File: config.mk
export PLATFORM = sky130hd
export DESIGN_NAME = alu_op_sequencer_flat
export DESIGN_NICKNAME = d
export VERILOG_FILES = /design/src/rtl/alu_pkg.sv /design/src/rtl/alu_op_sequencer_if.sv /design/src/rtl/alu_op_decode.sv /design/src/rtl/alu_op_sequencer.sv /design/src/flat_wrapper.sv
export SDC_FILE = /design/constraint.sdc
export NUM_CORES = 1
export LEC_CHECK = 0
export CAP_MARGIN = 15
export CORE_UTILIZATION = 44
export DETAILED_ROUTE_END_ITERATION = 7
export GPL_TIMING_DRIVEN = 0
export HOLD_SLACK_MARGIN = 0.05
export PLACE_DENSITY = 0.94
export SYNTH_ARGS = -nofsm -noshare
export SYNTH_HDL_FRONTEND = slang
export SYNTH_SLANG_ARGS = --single-unit
File: constraint.sdc
create_clock -name clk -period 3.2 [get_ports clk]
set_input_delay 0.64 -clock clk [delete_from_list [all_inputs] [get_ports clk]]
set_output_delay 0.64 -clock clk [all_outputs]
set_load 0.01 [all_outputs]
File: src/rtl/alu_pkg.sv
// Shared encodings for the ALU operand sequencer: ALU function codes, opcodes,
// FSM states, the decoded-instruction record and the opcode-to-function mapping.
package alu_pkg;

  localparam int OP_W   = 3;
  localparam int FUNC_W = 3;

  typedef enum logic [FUNC_W-1:0] {
    FN_PASS  = 3'b000,
    FN_ADD   = 3'b001,
    FN_SUB   = 3'b010,
    FN_AND   = 3'b011,
    FN_OR    = 3'b100,
    FN_NOT   = 3'b101,
    FN_PASS2 = 3'b110
  } func_e;

  typedef enum logic [OP_W-1:0] {
    OP_MOV = 3'b000,
    OP_ADD = 3'b001,
    OP_SUB = 3'b010,
    OP_AND = 3'b011,
    OP_OR  = 3'b100,
    OP_NOT = 3'b101,
    OP_CMP = 3'b110,
    OP_NOP = 3'b111
  } op_e;

  typedef enum logic [1:0] {
    ST_IDLE,
    ST_READ,
    ST_EXEC,
    ST_WB
  } state_e;

  typedef struct packed {
    func_e func;
    logic  writes_rf;
    logic  is_cmp;
    logic  is_illegal;
  } dec_t;

  // CMP reuses the subtractor; NOP and any future reserved opcode leave the ALU passive.
  function automatic func_e op_to_func(input logic [OP_W-1:0] op);
    case (op)
      OP_MOV:  return FN_PASS;
      OP_ADD:  return FN_ADD;
      OP_SUB:  return FN_SUB;
      OP_AND:  return FN_AND;
      OP_OR:   return FN_OR;
      OP_NOT:  return FN_NOT;
      OP_CMP:  return FN_SUB;
      default: return FN_PASS;
    endcase
  endfunction

endpackage

File: src/rtl/alu_op_sequencer_if.sv
// Instruction handshake between an instruction source (master) and the
// ALU operand sequencer (slave).
interface alu_op_sequencer_if #(
  parameter int RA = 3
);
  import alu_pkg::*;

  logic            instr_valid;
  logic            instr_ready;
  logic [OP_W-1:0] instr_op;
  logic [RA-1:0]   instr_i;
  logic [RA-1:0]   instr_j;

  modport master (
    output instr_valid,
    output instr_op,
    output instr_i,
    output instr_j,
    input  instr_ready
  );

  modport slave (
    input  instr_valid,
    input  instr_op,
    input  instr_i,
    input  instr_j,
    output instr_ready
  );

endinterface

File: src/rtl/alu_op_decode.sv
// Combinational opcode decode: ALU function, write-back enable, compare and
// reserved-opcode flags. Width follows alu_pkg::OP_W so reserved codes decode as illegal.
module alu_op_decode
  import alu_pkg::*;
(
  input  logic [OP_W-1:0] op,
  output dec_t            dec
);

  always_comb begin
    // NOTE: every field gets a default before the case so no path leaves a latch behind.
    dec            = '0;
    dec.func       = op_to_func(op);
    case (op)
      OP_MOV, OP_ADD, OP_SUB, OP_AND, OP_OR, OP_NOT: dec.writes_rf  = 1'b1;
      OP_CMP:                                        dec.is_cmp     = 1'b1;
      OP_NOP:                                        ;
      default:                                       dec.is_illegal = 1'b1;
    endcase
  end

endmodule

File: src/rtl/alu_op_sequencer.sv
// Four-state operand sequencer driving the shared register file and ALU.
// Optional retired-instruction counter enabled by ALU_OP_SEQUENCER_PERF_EN.
module alu_op_sequencer
  import alu_pkg::*;
#(
  parameter int N  = 16,
  parameter int RA = 3
) (
  input  logic              clk,
  input  logic              rst_n,
  alu_op_sequencer_if.slave instr,
  output logic [RA-1:0]     rf_raddr_i,
  output logic [RA-1:0]     rf_raddr_j,
  input  logic [N-1:0]      rf_rdata_i,
  input  logic [N-1:0]      rf_rdata_j,
  output logic [N-1:0]      alu_ri,
  output logic [N-1:0]      alu_rj,
  output logic [FUNC_W-1:0] alu_func,
  input  logic [N-1:0]      alu_out,
  input  logic              alu_ne,
  output logic              rf_we,
  output logic [RA-1:0]     rf_waddr,
  output logic [N-1:0]      rf_wdata,
  output logic              eq_flag,
  output logic              done,
  output logic              illegal
`ifdef ALU_OP_SEQUENCER_PERF_EN
  ,
  output logic [15:0]       retired_cnt
`endif
);

  state_e          state;
  logic            ready_q;
  logic [OP_W-1:0] op_q;
  logic [RA-1:0]   i_q;
  logic [RA-1:0]   j_q;
  dec_t            dec;

  alu_op_decode u_decode (
    .op  (op_q),
    .dec (dec)
  );

  // Read and write addresses simply follow the latched instruction fields.
  assign instr.instr_ready = ready_q;
  assign rf_raddr_i        = i_q;
  assign rf_raddr_j        = j_q;
  assign rf_waddr          = i_q;

  always_ff @(posedge clk) begin
    if (!rst_n) begin
      // NOTE: every register here is plain control/datapath state with a defined reset value; there is no storage array to leave unreset.
      state    <= ST_IDLE;
      ready_q  <= 1'b1;
      op_q     <= '0;
      i_q      <= '0;
      j_q      <= '0;
      alu_ri   <= '0;
      alu_rj   <= '0;
      alu_func <= FN_PASS;
      rf_we    <= 1'b0;
      rf_wdata <= '0;
      eq_flag  <= 1'b0;
      done     <= 1'b0;
      illegal  <= 1'b0;
    end else begin
      // NOTE: non-blocking assignments so every register samples pre-edge values.
      rf_we   <= 1'b0;
      done    <= 1'b0;
      illegal <= 1'b0;
      case (state)
        ST_IDLE: begin
          if (instr.instr_valid && ready_q) begin
            op_q    <= instr.instr_op;
            i_q     <= instr.instr_i;
            j_q     <= instr.instr_j;
            ready_q <= 1'b0;
            state   <= ST_READ;
          end
        end
        ST_READ: begin
          alu_ri   <= rf_rdata_i;
          alu_rj   <= rf_rdata_j;
          alu_func <= dec.func;
          state    <= ST_EXEC;
        end
        ST_EXEC: begin
          rf_wdata <= alu_out;
          if (dec.is_cmp) eq_flag <= ~alu_ne;
          alu_func <= FN_PASS;
          rf_we    <= dec.writes_rf;
          done     <= 1'b1;
          illegal  <= dec.is_illegal;
          state    <= ST_WB;
        end
        ST_WB: begin
          ready_q <= 1'b1;
          state   <= ST_IDLE;
        end
        default: begin
          ready_q <= 1'b1;
          state   <= ST_IDLE;
        end
      endcase
    end
  end

`ifdef ALU_OP_SEQUENCER_PERF_EN
  always_ff @(posedge clk) begin
    if (!rst_n)    retired_cnt <= '0;
    else if (done) retired_cnt <= retired_cnt + 16'd1;
  end
`endif

endmodule

File: src/flat_wrapper.sv
// flat-port wrapper written by rule: the top's interface ports become plain ports
module alu_op_sequencer_flat import alu_pkg::*;
#(
  parameter int N  = 16,
  parameter int RA = 3
)
  (clk, rst_n, rf_raddr_i, rf_raddr_j, rf_rdata_i, rf_rdata_j, alu_ri, alu_rj, alu_func, alu_out, alu_ne, rf_we, rf_waddr, rf_wdata, eq_flag, done, illegal, instr_instr_valid, instr_instr_op, instr_instr_i, instr_instr_j, instr_instr_ready);
  alu_op_sequencer_if #(.RA(RA)) instr_i ();
  input  logic clk;
  input  logic rst_n;
  output logic [RA-1:0] rf_raddr_i;
  output logic [RA-1:0] rf_raddr_j;
  input  logic [N-1:0] rf_rdata_i;
  input  logic [N-1:0] rf_rdata_j;
  output logic [N-1:0] alu_ri;
  output logic [N-1:0] alu_rj;
  output logic [FUNC_W-1:0] alu_func;
  input  logic [N-1:0] alu_out;
  input  logic alu_ne;
  output logic rf_we;
  output logic [RA-1:0] rf_waddr;
  output logic [N-1:0] rf_wdata;
  output logic eq_flag;
  output logic done;
  output logic illegal;
  input wire logic [$bits(instr_i.instr_valid)-1:0] instr_instr_valid;
  input wire logic [$bits(instr_i.instr_op)-1:0] instr_instr_op;
  input wire logic [$bits(instr_i.instr_i)-1:0] instr_instr_i;
  input wire logic [$bits(instr_i.instr_j)-1:0] instr_instr_j;
  output wire logic [$bits(instr_i.instr_ready)-1:0] instr_instr_ready;
  assign instr_i.instr_valid = instr_instr_valid;
  assign instr_i.instr_op = instr_instr_op;
  assign instr_i.instr_i = instr_instr_i;
  assign instr_i.instr_j = instr_instr_j;
  assign instr_instr_ready = instr_i.instr_ready;
  alu_op_sequencer #(.N(N), .RA(RA)) u_core (.clk(clk), .rst_n(rst_n), .instr(instr_i), .rf_raddr_i(rf_raddr_i), .rf_raddr_j(rf_raddr_j), .rf_rdata_i(rf_rdata_i), .rf_rdata_j(rf_rdata_j), .alu_ri(alu_ri), .alu_rj(alu_rj), .alu_func(alu_func), .alu_out(alu_out), .alu_ne(alu_ne), .rf_we(rf_we), .rf_waddr(rf_waddr), .rf_wdata(rf_wdata), .eq_flag(eq_flag), .done(done), .illegal(illegal));
endmodule
### Where the registers sit

Scale bar: 20 um. Other sequential cells in the stronger grey, the rest of the logic in the fainter grey.
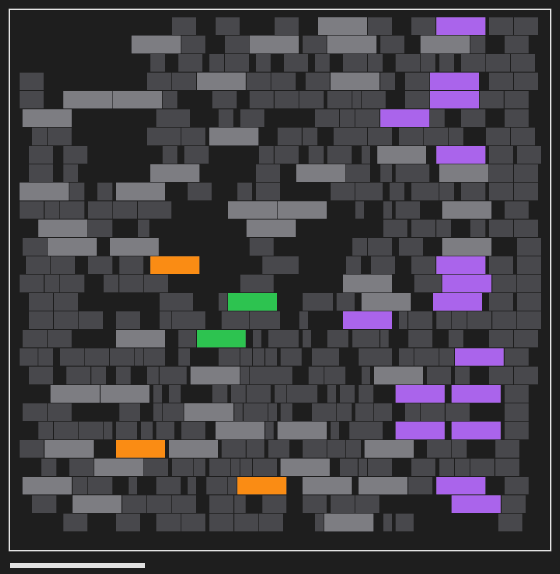
green -> u_core.state  # placed flops 2
purple -> u_core.alu_rj  # placed flops 16
orange -> u_core.rf_raddr_i  # placed flops 3
not coloured = 45
flop share of the area: 31.8%
Final Util: 70.7%
Sequential Power: 1.13 mW

### Cell outlines without signal wires

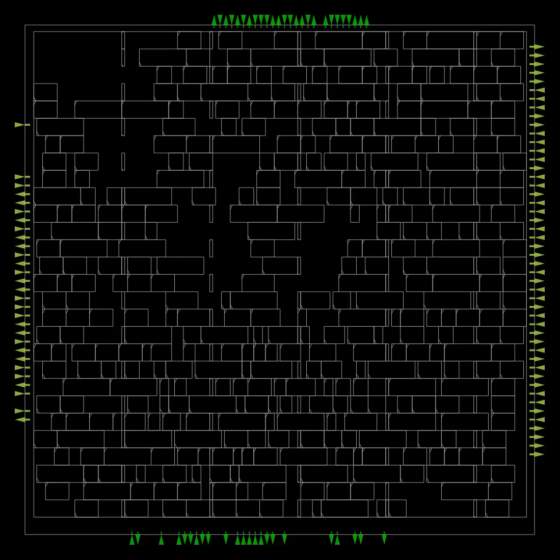
flop count: 66
# rows: 28
core area: 0.00589 mm2
Well-Tap Cells: 75

### Cells by drive strength

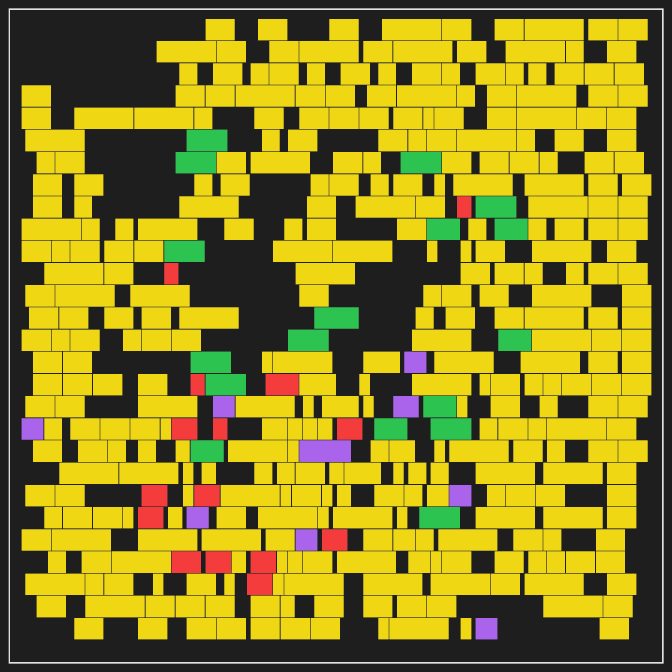
red -> _2 cells  # cells 15
green -> _6 and larger  # cells 17
yellow -> _0 and _1 cells  # cells 342
purple -> _3 and _4 cells  # cells 9
Final WS setup: 1190 ps
cell area after layout: 0.00416 mm2
Syn-to-layout area delta: 55.7%

==> job_summary.md <==
## Implementation flow summary

| Metric | Value |
|---|---|
| Total CTS buffers | 9 |
| Largest fanout on the critical path | 5 |
| Max stage delay cell, worst path | clkdlybuf4s50_1 |
| Ys async rst share | 0% |
| Critical Path AT | 1370 ps |
| Logic area | 0.00119 mm2 |
| IO Pins | 126 |
| Vias/cell | 4.70 |
| Worst Reg-to-Reg Cells | 5 |
| Worst hold endpoint | u_core.rf_raddr_j[1] |
| Internal power | between 2 and 2.5 mW |
| Root Driver | clkbuf_8 |
| ANT nets after route | 0 |
| # clock sinks | between 60 and 70 |
| Largest net degree at the start of global routing | 11 |
| Post-Synthesis Cells | around 240 |
| Met3 WL | 496 um |
| Inserted Diodes | 0 |
| Init Core Util | 45.4% |
| DP Area | approximately 0.004 mm2 |
| Crit-path cells | clkdlybuf4s50_1 |
| Biggest regs | u_core.alu_ri (16), u_core.alu_rj (16), u_core.rf_wdata (16) |
| Crit. Startpoint | u_core.instr.instr_ready |
| CP Capture Type | primary output |
| Final wirelength | 6.07 mm |
| Inverters | 2 |
| Total power per unit cell area | 720 mW/mm2 |
| First-pass GRT wire length | around 9.4 mm |
| Flop pwr share | 37.8% |
| XOR/XNOR Fraction of Synth Area | 0% |
| Simple-Gate Fraction of Synth Area | 19.3% |
| Final Power | 3.00 mW |
| Setup Skew | 9.61 ps |
| Top-area cell type share of the netlist area | 49.5% |
| Critical Path Stages | 1 |
| Met2 routed WL | 2.98 mm |
| Number of global-route vias before repair | between 2000 and 2500 |
| Setup CP Type | reg -> out |
| Leakage | 1.55 nW |
| Met2 Track Usage GR | 33.2% |
| Seq. cell area | 0.00132 mm2 |
| Ys flops | 66 |
| Cell Count, Final, Fillers Out | 458 |
| Mux share | 18.0% |
| Startpoint Class | register |
| Dpl cells | 442 |
| Critical path capture point | instr_instr_ready |
| EDFF count, synth | 0 |
| Highest routed layer | met4 |
| Hold crit path type | reg -> reg |
| Part of the Yosys area used for sequential elements | 49.5% |
| Status | complete, no violations |
| Non-clock buffer contribution to total cell area | about a third |
| Hold path cells | 2 |
| Final hold violation count | 0 |
| Hold wc startpoint | u_core.rf_raddr_j[1] |
| Log Warnings | 29 |
| Met1 GRT Util | 22.0% |
| # DRC | 0 |
| Clock slew at reported path FFs | approximately 70 ps |
| Hold WS | 466 ps |
| Met3 usage | under 10% |
| Buf/Inv on CP | 1 |
### Wire density map

16 x 16 tiles, from dark blue (low) to red (high), scaled to the fullest tile. Values are wire area over tile area, all layers added.
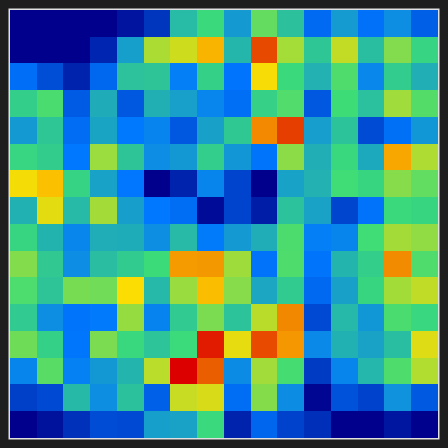
nearly empty tiles = 5.5%
densest ninth of the die = bottom centre
mean over tiles = 0.16
tiles over half the peak = 28%
emptiest ninth of the die = upper left
fullest tile = 0.39
total track usage: 19.3%
Avg WL per Cell: 13.3 um
Via Count: 2153

### Clock distribution

Scale bar: 20 um.
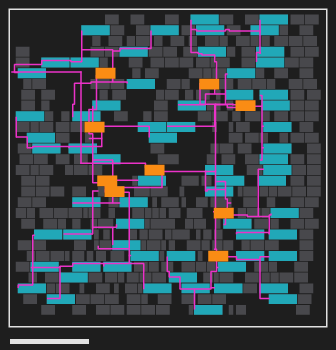
magenta -> clock wires  # length 740 um
orange -> clock drivers  # count 9
cyan -> flip-flops  # count 66
routed clock nets = 10
flops lie = all over the die
Clock Power: 0.584 mW
Clock power frac: 19.5%

Power figures rest on the tool's default switching activity, not on a simulated workload.
